`src/rtl/bsg_manycore_host_timer_decoder_pkg.sv`:
```
`default_nettype none
// ============================================================================
// Module   : bsg_manycore_host_timer_decoder_pkg
// Brief    : Shared types and constants for the host timer-print decoder.
// Revision : 1.0
// ============================================================================
package bsg_manycore_host_timer_decoder_pkg;

    // Also used by the timer-request stage that splits the counter into two words.
    localparam int TIMER_WIDTH = 64;

    typedef enum logic [0:0] {
        S_LOW  = 1'b0,
        S_HIGH = 1'b1
    } pair_state_e;

endpackage
`default_nettype wire

```
`src/rtl/bsg_manycore_host_timer_decoder_rec.sv`:
```
`default_nettype none
// ============================================================================
// Module   : bsg_manycore_host_timer_decoder_rec
// Brief    : One-entry timestamp record with previous-value delta tracking.
// Revision : 1.0
// ============================================================================
module bsg_manycore_host_timer_decoder_rec
    import bsg_manycore_host_timer_decoder_pkg::*;
#(
    parameter int x_cord_width_p = 6,
    parameter int y_cord_width_p = 5
) (
    input  logic                      clk_i,
    input  logic                      reset_i,
    input  logic                      load_i,
    input  logic [31:0]               lo_i,
    input  logic [31:0]               hi_i,
    input  logic [x_cord_width_p-1:0] x_cord_i,
    input  logic [y_cord_width_p-1:0] y_cord_i,
    input  logic                      yumi_i,
    output logic                      v_o,
    output logic [TIMER_WIDTH-1:0]    ts_o,
    output logic [TIMER_WIDTH-1:0]    delta_o,
    output logic                      first_o,
    output logic [x_cord_width_p-1:0] x_cord_o,
    output logic [y_cord_width_p-1:0] y_cord_o
);

    logic                      ts_v_q,  ts_v_d;
    logic [TIMER_WIDTH-1:0]    ts_q,    ts_d;
    logic [TIMER_WIDTH-1:0]    delta_q, delta_d;
    logic                      first_q, first_d;
    logic [x_cord_width_p-1:0] x_q,     x_d;
    logic [y_cord_width_p-1:0] y_q,     y_d;
    logic [TIMER_WIDTH-1:0]    prev_q,  prev_d;
    logic                      seen_q,  seen_d;
    logic [TIMER_WIDTH-1:0]    ts_new;

    assign ts_new = {hi_i, lo_i};

    always_comb begin
        ts_v_d  = ts_v_q & ~yumi_i;
        ts_d    = ts_q;
        delta_d = delta_q;
        first_d = first_q;
        x_d     = x_q;
        y_d     = y_q;
        prev_d  = prev_q;
        seen_d  = seen_q;
        if (load_i) begin
            ts_v_d  = 1'b1;
            ts_d    = ts_new;
            // Modular subtraction covers counter wrap; the first record has no predecessor.
            delta_d = seen_q ? (ts_new - prev_q) : '0;
            first_d = ~seen_q;
            x_d     = x_cord_i;
            y_d     = y_cord_i;
            prev_d  = ts_new;
            seen_d  = 1'b1;
        end
    end

    always_ff @(posedge clk_i or posedge reset_i) begin
        if (reset_i) begin
            ts_v_q  <= 1'b0;
            ts_q    <= '0;
            delta_q <= '0;
            first_q <= 1'b0;
            x_q     <= '0;
            y_q     <= '0;
            prev_q  <= '0;
            seen_q  <= 1'b0;
        end else begin
            ts_v_q  <= ts_v_d;
            ts_q    <= ts_d;
            delta_q <= delta_d;
            first_q <= first_d;
            x_q     <= x_d;
            y_q     <= y_d;
            prev_q  <= prev_d;
            seen_q  <= seen_d;
        end
    end

    assign v_o      = ts_v_q;
    assign ts_o     = ts_q;
    assign delta_o  = delta_q;
    assign first_o  = first_q;
    assign x_cord_o = x_q;
    assign y_cord_o = y_q;

endmodule
`default_nettype wire

```
`src/rtl/bsg_manycore_host_timer_decoder.sv`:
```
`default_nettype none
// ============================================================================
// Module   : bsg_manycore_host_timer_decoder
// Brief    : Reassembles low/high timer packets into 64-bit records; bypasses the rest.
// Revision : 1.0
// ============================================================================
module bsg_manycore_host_timer_decoder
    import bsg_manycore_host_timer_decoder_pkg::*;
#(
    parameter int                    x_cord_width_p = 6,
    parameter int                    y_cord_width_p = 5,
    parameter int                    addr_width_p   = 28,
    parameter int                    data_width_p   = 32,
    parameter logic [addr_width_p-1:0] timer_addr_p = 'h3AB5
) (
    input  logic                           clk_i,
    input  logic                           reset_i,
    input  logic                           v_i,
    output logic                           rdy_o,
    input  logic [data_width_p-1:0]        data_i,
    input  logic [(data_width_p>>3)-1:0]   mask_i,
    input  logic [addr_width_p-1:0]        addr_i,
    input  logic                           we_i,
    input  logic [x_cord_width_p-1:0]      src_x_cord_i,
    input  logic [y_cord_width_p-1:0]      src_y_cord_i,
    output logic                           v_o,
    input  logic                           ready_i,
    output logic [data_width_p-1:0]        data_o,
    output logic [(data_width_p>>3)-1:0]   mask_o,
    output logic [addr_width_p-1:0]        addr_o,
    output logic                           we_o,
    output logic [x_cord_width_p-1:0]      src_x_cord_o,
    output logic [y_cord_width_p-1:0]      src_y_cord_o,
    output logic                           ts_v_o,
    input  logic                           ts_yumi_i,
    output logic [TIMER_WIDTH-1:0]         ts_o,
    output logic [TIMER_WIDTH-1:0]         ts_delta_o,
    output logic                           ts_first_o,
    output logic [x_cord_width_p-1:0]      ts_x_cord_o,
    output logic [y_cord_width_p-1:0]      ts_y_cord_o,
    output logic                           pair_err_o
);

    localparam int MASK_W = data_width_p >> 3;

    pair_state_e               state_q,    state_d;
    logic [31:0]               lo_q,       lo_d;
    logic [x_cord_width_p-1:0] lo_x_q,     lo_x_d;
    logic [y_cord_width_p-1:0] lo_y_q,     lo_y_d;
    logic                      pair_err_q, pair_err_d;

    logic                      byp_v_q,    byp_v_d;
    logic [data_width_p-1:0]   byp_data_q, byp_data_d;
    logic [MASK_W-1:0]         byp_mask_q, byp_mask_d;
    logic [addr_width_p-1:0]   byp_addr_q, byp_addr_d;
    logic                      byp_we_q,   byp_we_d;
    logic [x_cord_width_p-1:0] byp_x_q,    byp_x_d;
    logic [y_cord_width_p-1:0] byp_y_q,    byp_y_d;

    logic accept, is_timer, coord_match, byp_load, rec_load, rec_v;

    // A pending record blocks everything: the next packet might be a timer word.
    assign rdy_o       = ~rec_v & (~byp_v_q | ready_i);
    assign accept      = v_i & rdy_o;
    assign is_timer    = (addr_i == timer_addr_p) & we_i & (&mask_i);
    assign coord_match = (src_x_cord_i == lo_x_q) & (src_y_cord_i == lo_y_q);
    assign byp_load    = accept & ~is_timer;
    assign rec_load    = accept & is_timer & (state_q == S_HIGH) & coord_match;

    always_comb begin
        state_d    = state_q;
        lo_d       = lo_q;
        lo_x_d     = lo_x_q;
        lo_y_d     = lo_y_q;
        pair_err_d = 1'b0;
        if (accept) begin
            case (state_q)
                S_LOW: begin
                    if (is_timer) begin
                        state_d = S_HIGH;
                        lo_d    = data_i[31:0];
                        lo_x_d  = src_x_cord_i;
                        lo_y_d  = src_y_cord_i;
                    end
                end
                default: begin
                    state_d    = S_LOW;
                    pair_err_d = ~(is_timer & coord_match);
                end
            endcase
        end
    end

    always_ff @(posedge clk_i or posedge reset_i) begin
        if (reset_i) begin
            state_q    <= S_LOW;
            lo_q       <= '0;
            lo_x_q     <= '0;
            lo_y_q     <= '0;
            pair_err_q <= 1'b0;
        end else begin
            state_q    <= state_d;
            lo_q       <= lo_d;
            lo_x_q     <= lo_x_d;
            lo_y_q     <= lo_y_d;
            pair_err_q <= pair_err_d;
        end
    end

    always_comb begin
        byp_v_d    = byp_load | (byp_v_q & ~ready_i);
        byp_data_d = byp_load ? data_i       : byp_data_q;
        byp_mask_d = byp_load ? mask_i       : byp_mask_q;
        byp_addr_d = byp_load ? addr_i       : byp_addr_q;
        byp_we_d   = byp_load ? we_i         : byp_we_q;
        byp_x_d    = byp_load ? src_x_cord_i : byp_x_q;
        byp_y_d    = byp_load ? src_y_cord_i : byp_y_q;
    end

    always_ff @(posedge clk_i or posedge reset_i) begin
        if (reset_i) byp_v_q <= 1'b0;
        else         byp_v_q <= byp_v_d;
    end

    // Payload is qualified by byp_v_q, so it needs no reset.
    always_ff @(posedge clk_i) begin
        byp_data_q <= byp_data_d;
        byp_mask_q <= byp_mask_d;
        byp_addr_q <= byp_addr_d;
        byp_we_q   <= byp_we_d;
        byp_x_q    <= byp_x_d;
        byp_y_q    <= byp_y_d;
    end

    bsg_manycore_host_timer_decoder_rec #(
        .x_cord_width_p (x_cord_width_p),
        .y_cord_width_p (y_cord_width_p)
    ) u_rec (
        .clk_i    (clk_i),
        .reset_i  (reset_i),
        .load_i   (rec_load),
        .lo_i     (lo_q),
        .hi_i     (data_i[31:0]),
        .x_cord_i (lo_x_q),
        .y_cord_i (lo_y_q),
        .yumi_i   (ts_yumi_i),
        .v_o      (rec_v),
        .ts_o     (ts_o),
        .delta_o  (ts_delta_o),
        .first_o  (ts_first_o),
        .x_cord_o (ts_x_cord_o),
        .y_cord_o (ts_y_cord_o)
    );

    assign v_o          = byp_v_q;
    assign data_o       = byp_data_q;
    assign mask_o       = byp_mask_q;
    assign addr_o       = byp_addr_q;
    assign we_o         = byp_we_q;
    assign src_x_cord_o = byp_x_q;
    assign src_y_cord_o = byp_y_q;
    assign ts_v_o       = rec_v;
    assign pair_err_o   = pair_err_q;

endmodule
`default_nettype wire
```
`config.mk`:
```
export PLATFORM = sky130hd
export DESIGN_NAME = bsg_manycore_host_timer_decoder
export DESIGN_NICKNAME = d
export VERILOG_FILES = /design/src/rtl/bsg_manycore_host_timer_decoder_pkg.sv /design/src/rtl/bsg_manycore_host_timer_decoder_rec.sv /design/src/rtl/bsg_manycore_host_timer_decoder.sv
export SDC_FILE = /design/constraint.sdc
export NUM_CORES = 1
export LEC_CHECK = 0
export CORE_MARGIN = 2
export CORE_UTILIZATION = 51
export CTS_CLUSTER_SIZE = 10
export DETAILED_ROUTE_END_ITERATION = 10
export GPL_TIMING_DRIVEN = 0
export PLACE_DENSITY = 0.81
export SLEW_MARGIN = 25
export SYNTH_ARGS = -nofsm -noshare
export SYNTH_HDL_FRONTEND = slang
export SYNTH_SLANG_ARGS = --single-unit
export TNS_END_PERCENT = 30
```
`constraint.sdc`:
```
create_clock -name clk_i -period 8.65 [get_ports clk_i]
set_input_delay 1.73 -clock clk_i [delete_from_list [all_inputs] [get_ports clk_i]]
set_output_delay 1.73 -clock clk_i [all_outputs]
set_load 0.05 [all_outputs]
```
==> changes_impl.md, run 1 <==
### Metrics

* Status: completed
* Stages on worst setup path at 13
* Cycle use final at 59.5%
* First-pass GRT wire length at 61.6 mm
* List of most frequent post-synthesis cells: nand2_1 (225), dfrtp_1 (188), o21ai_0 (150), inv_1 (87), edfxtp_1 (76)
* Net switching power at 655 µW
* VDD IR-drop max at 0.146 mV
* DP Area at 0.0168 mm²
* Met2 WL at 19.1 mm
* Syn_nets at 1,455
* Clock Buffer Count at 52
* R2R Path End: u_rec.delta_o[59]$_DFFE_PP0P_
* YS chip area at 0.0133 mm²
* Crit-path cells: clkdlybuf4s50_1, ha_1, clkbuf_1, nand4_1, nor4_1, nand2_1, a211oi_1, o21ai_0, o211ai_2, o31a_1, a31oi_1, xor2_1, o21ai_1
* P_clk at 1130 µW
* RSZ-0062 raised after global routing: false
* Final non-filler cell area at 0.0177 mm²
* Register Area at 0.00699 mm²
* Non-Filler Instances at 2,001
* CTS root buffer: clkbuf_16
* R2R setup slack at 4.81 ns
* Tmin final at 5.15 ns
* CP max stage delay at 0.59 ns
* CTS buffer count at 30
* Clock Skews at 0.0124 ns
* Syn avg cell area at 10.1 µm²
* CTS tree: built
* CP Max Fanout at 7
* Switch share at 24.2%
* Vias per cell at 5.63
* Area delta synth->final at 33.1%
* Initial antenna violation count at 1
* Max Used Layer: met5
* Worst Slack Setup Final at 3.50 ns
* Crit Path Class: input port to flip-flop
* Seq. pwr at 1320 µW
* Critical path endpoint category: flip-flop
* Hold Path Stages at 2
* Flop pwr share at 48.7%
* Sink Count at 264
* Max-area cell class: flip-flops and latches
* Total power draw at 2710 µW
* Core area at 0.0258 mm²
* Gpl congestion at 0.930
* CTS resizes at 0
* Logic share of the area at 32.3%
==> run_1/layer_met1.png <==
Scale bar: 50 µm. Cells faint in the background.
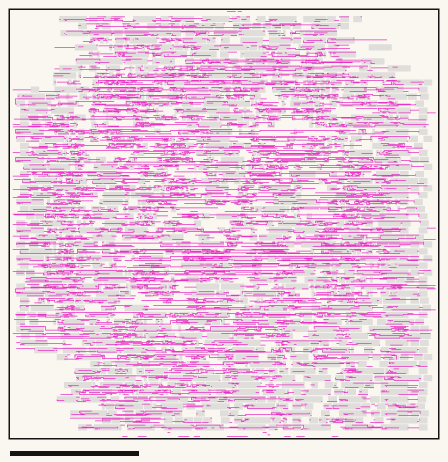
nets with wire on the layer: 1,635
wire length on this layer: 16,700 µm
longest straight run: 63.9 µm
share of all routed wire: 42%
met1 usage: 38.1%
DRT Wirelength: 40.2 mm

==> run_1/layer_met2.png <==
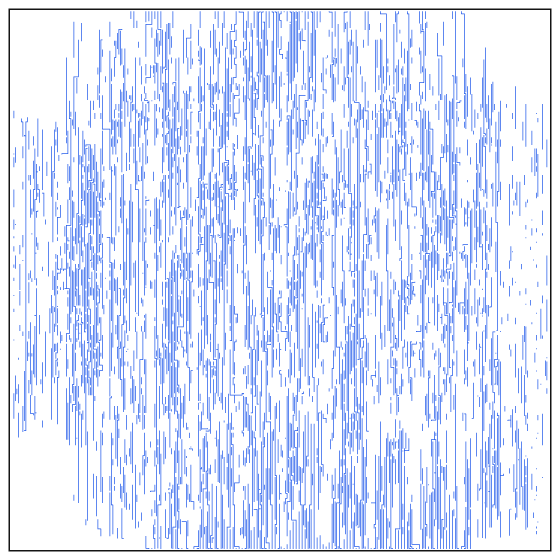
nets with wire on the layer: 1,588
share of all routed wire: 48%
vias: 11,300
met2 GRT Util: 49.9%

==> run_1/layer_met3.png <==
Scale bar: 50 µm.
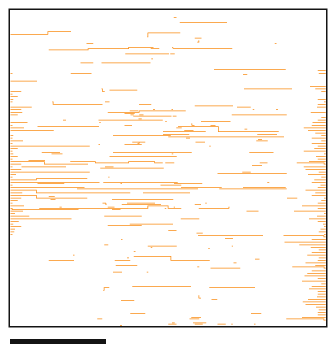
nets with wire on the layer: 245
longest straight run: 63.0 µm
share of all routed wire: 7.6%
main direction: horizontal
wire length on this layer: 3,060 µm
met3 global-route usage: 5.62%

==> run_1/layer_met4.png <==
Scale bar: 50 µm.
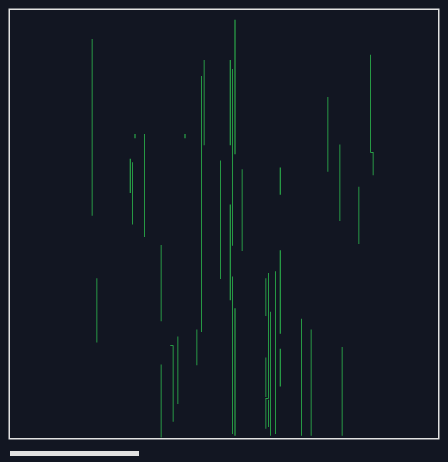
longest straight run: 98.6 µm
wire length on this layer: 1,320 µm
nets with wire on the layer: 29
share of all routed wire: 3.3%

==> run 1 -> run 2 <==
CORE_UTILIZATION = 46   (was 51)
PLACE_DENSITY = 0.77   (was 0.81)
clock period = 4.7 ns   (was 8.65 ns; I/O delays follow)
==> run 2 against run 1 <==
Effect of this change:
- hold slack got worse by 0.0038 ns
- synthesized cell count is the same
- critical endpoint unchanged
- setup slack worse by 3.2 ns
- flip-flop count stayed put
- clock skew is 0.0019 ns higher
- final area increased by 0.86%
- area after synthesis did not move
- power is 85% higher
- clock power is 86% higher
- cell count grew 2.6%
- sequential share of layout area fell by 0.34 points
- die size is 11% higher
==> changes_impl.md, run 2 <==
### Metrics

* Clock Skews at 0.0143 ns
* RSZ-0062 raised after global routing: false
* Initial antenna violation count at 0
* Stages on worst setup path at 13
* Met1 usage at 34.9%
* DP Area at 0.0170 mm²
* Hold Path Stages at 2
* VDD IR-drop max at 0.243 mV
* Clock Buffer Count at 50
* CTS tree: built
* CP Max Fanout at 9
* Met2 GRT Util at 45.4%
* Crit Path Class: input port to flip-flop
* Crit-path cells: clkdlybuf4s50_1, ha_1, clkbuf_1, nand4_1, nor4_1, nand2_1, a211oi_1, o21ai_0, o211ai_2, o31a_1, a31oi_1, xor2_1, o21ai_1
* CTS root buffer: clkbuf_16
* Non-Filler Instances at 2,054
* Seq. pwr at 2430 µW
* Flop pwr share at 48.4%
* Max-area cell class: flip-flops and latches
* P_clk at 2100 µW
* YS chip area at 0.0133 mm²
* Gpl congestion at 0.927
* Tmin final at 4.40 ns
* Net switching power at 1240 µW
* Vias per cell at 5.50
* Switch share at 24.7%
* Worst Slack Setup Final at 0.305 ns
* Logic share of the area at 32.0%
* Core area at 0.0285 mm²
* Final non-filler cell area at 0.0178 mm²
* R2R setup slack at 0.84 ns
* Critical path endpoint category: flip-flop
* CTS buffer count at 30
* Fillers at 2,391
* Setup violators final at 0
* First-pass GRT wire length at 63.7 mm
* Syn_nets at 1,455
* Status: completed
* CTS resizes at 0
* R2R Path End: u_rec.delta_o[59]$_DFFE_PP0P_
* Sink Count at 264
* Detail Route Antenna Nets at 0
* CP max stage delay at 0.61 ns
* Total power draw at 5020 µW
* Max Used Layer: met4
* Area delta synth->final at 34.2%
* Register Area at 0.00699 mm²
==> run_2/layer_met3.png <==
Scale bar: 50 µm.
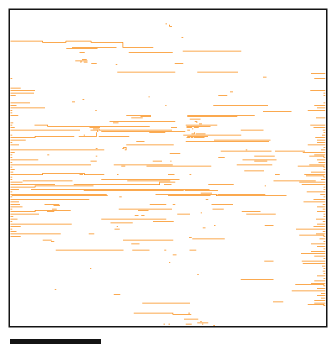
longest straight run: 98.0 µm
wire length on this layer: 3,150 µm
vias: 11,300
met3 global-route usage: 5.56%
DRT Wirelength: 40.7 mm

==> run 2 -> run 3 <==
CTS_CLUSTER_SIZE = default   (was 10)
==> run 3 against run 2 <==
Effect of this change:
- core utilization up 0.25 points
- flip-flop count unchanged
- area after synthesis unchanged
- count of clock-buffer cells in the layout down 18
- critical path depth unchanged
- final area up 0.40%
==> changes_impl.md, run 3 <==
### Metrics

* VDD IR-drop max at 0.245 mV
* Fillers at 2,401
* List of most frequent post-synthesis cells: nand2_1 (225), dfrtp_1 (188), o21ai_0 (150), inv_1 (87), edfxtp_1 (76)
* First-pass GRT wire length at 63.9 mm
* Syn_nets at 1,455
* Met1 usage at 35.3%
* Logic share of the area at 31.9%
* Met2 WL at 19.5 mm
* Switch share at 24.8%
* DP Area at 0.0170 mm²
* Total power draw at 5150 µW
* Non-Filler Instances at 2,054
* RSZ-0062 raised after global routing: false
* CP max stage delay at 0.58 ns
* Vias at 11,300
* Worst Slack Setup Final at 0.357 ns
* CTS tree: built
* CTS root buffer: clkbuf_16
* Met3 global-route usage at 5.03%
* Hold Path Stages at 2
* Seq. pwr at 2430 µW
* Flop pwr share at 47.2%
* Sink Count at 264
* Crit-path cells: clkdlybuf4s50_1, ha_1, clkbuf_1, nand4_1, nor4_1, nand2_1, a211oi_1, o21ai_0, o211ai_2, o31a_1, nand2_1, mux2i_1, o21ai_0
* Tmin final at 4.34 ns
* Register Area at 0.00699 mm²
* Status: completed
* Critical path endpoint category: flip-flop
* Final non-filler cell area at 0.0179 mm²
* Area delta synth->final at 34.7%
* Core area at 0.0285 mm²
* Vias per cell at 5.48
* Clock Skews at 0.0292 ns
* R2R Path End: u_rec.delta_o[63]$_DFFE_PP0P_
* Met2 GRT Util at 45.7%
==> run_3/layer_met2.png <==
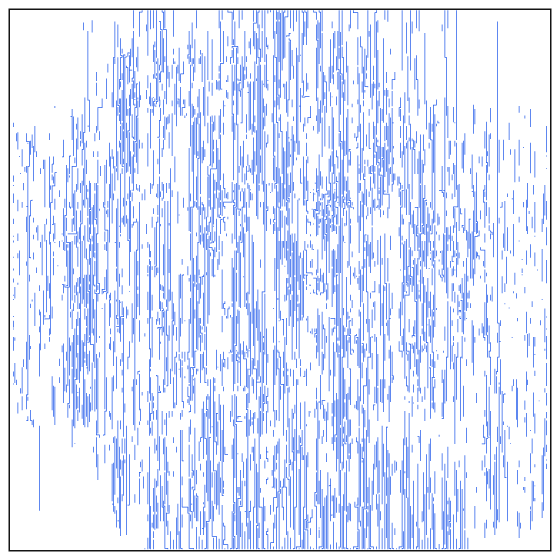
main direction: vertical
longest straight run: 97.1 µm
nets with wire on the layer: 1,576
wire length on this layer: 19,500 µm
share of all routed wire: 48%


==> layout pictures side by side <==
Clock routing.
picture 1
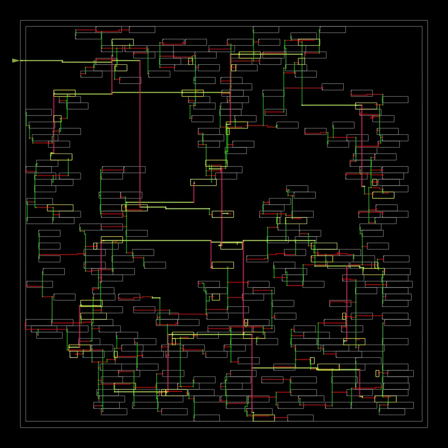
picture 2
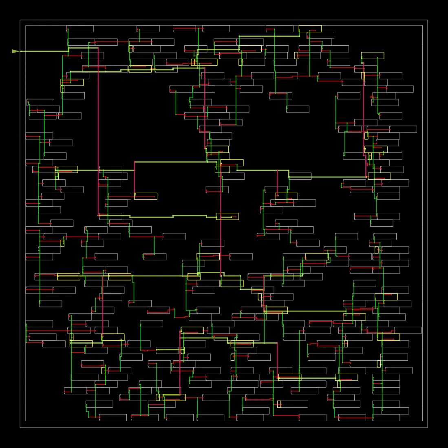
- picture 1 = run 3
- picture 2 = run 1
- most clock buffers: picture 2

Power figures rest on the tool's default switching activity, not on a simulated workload.
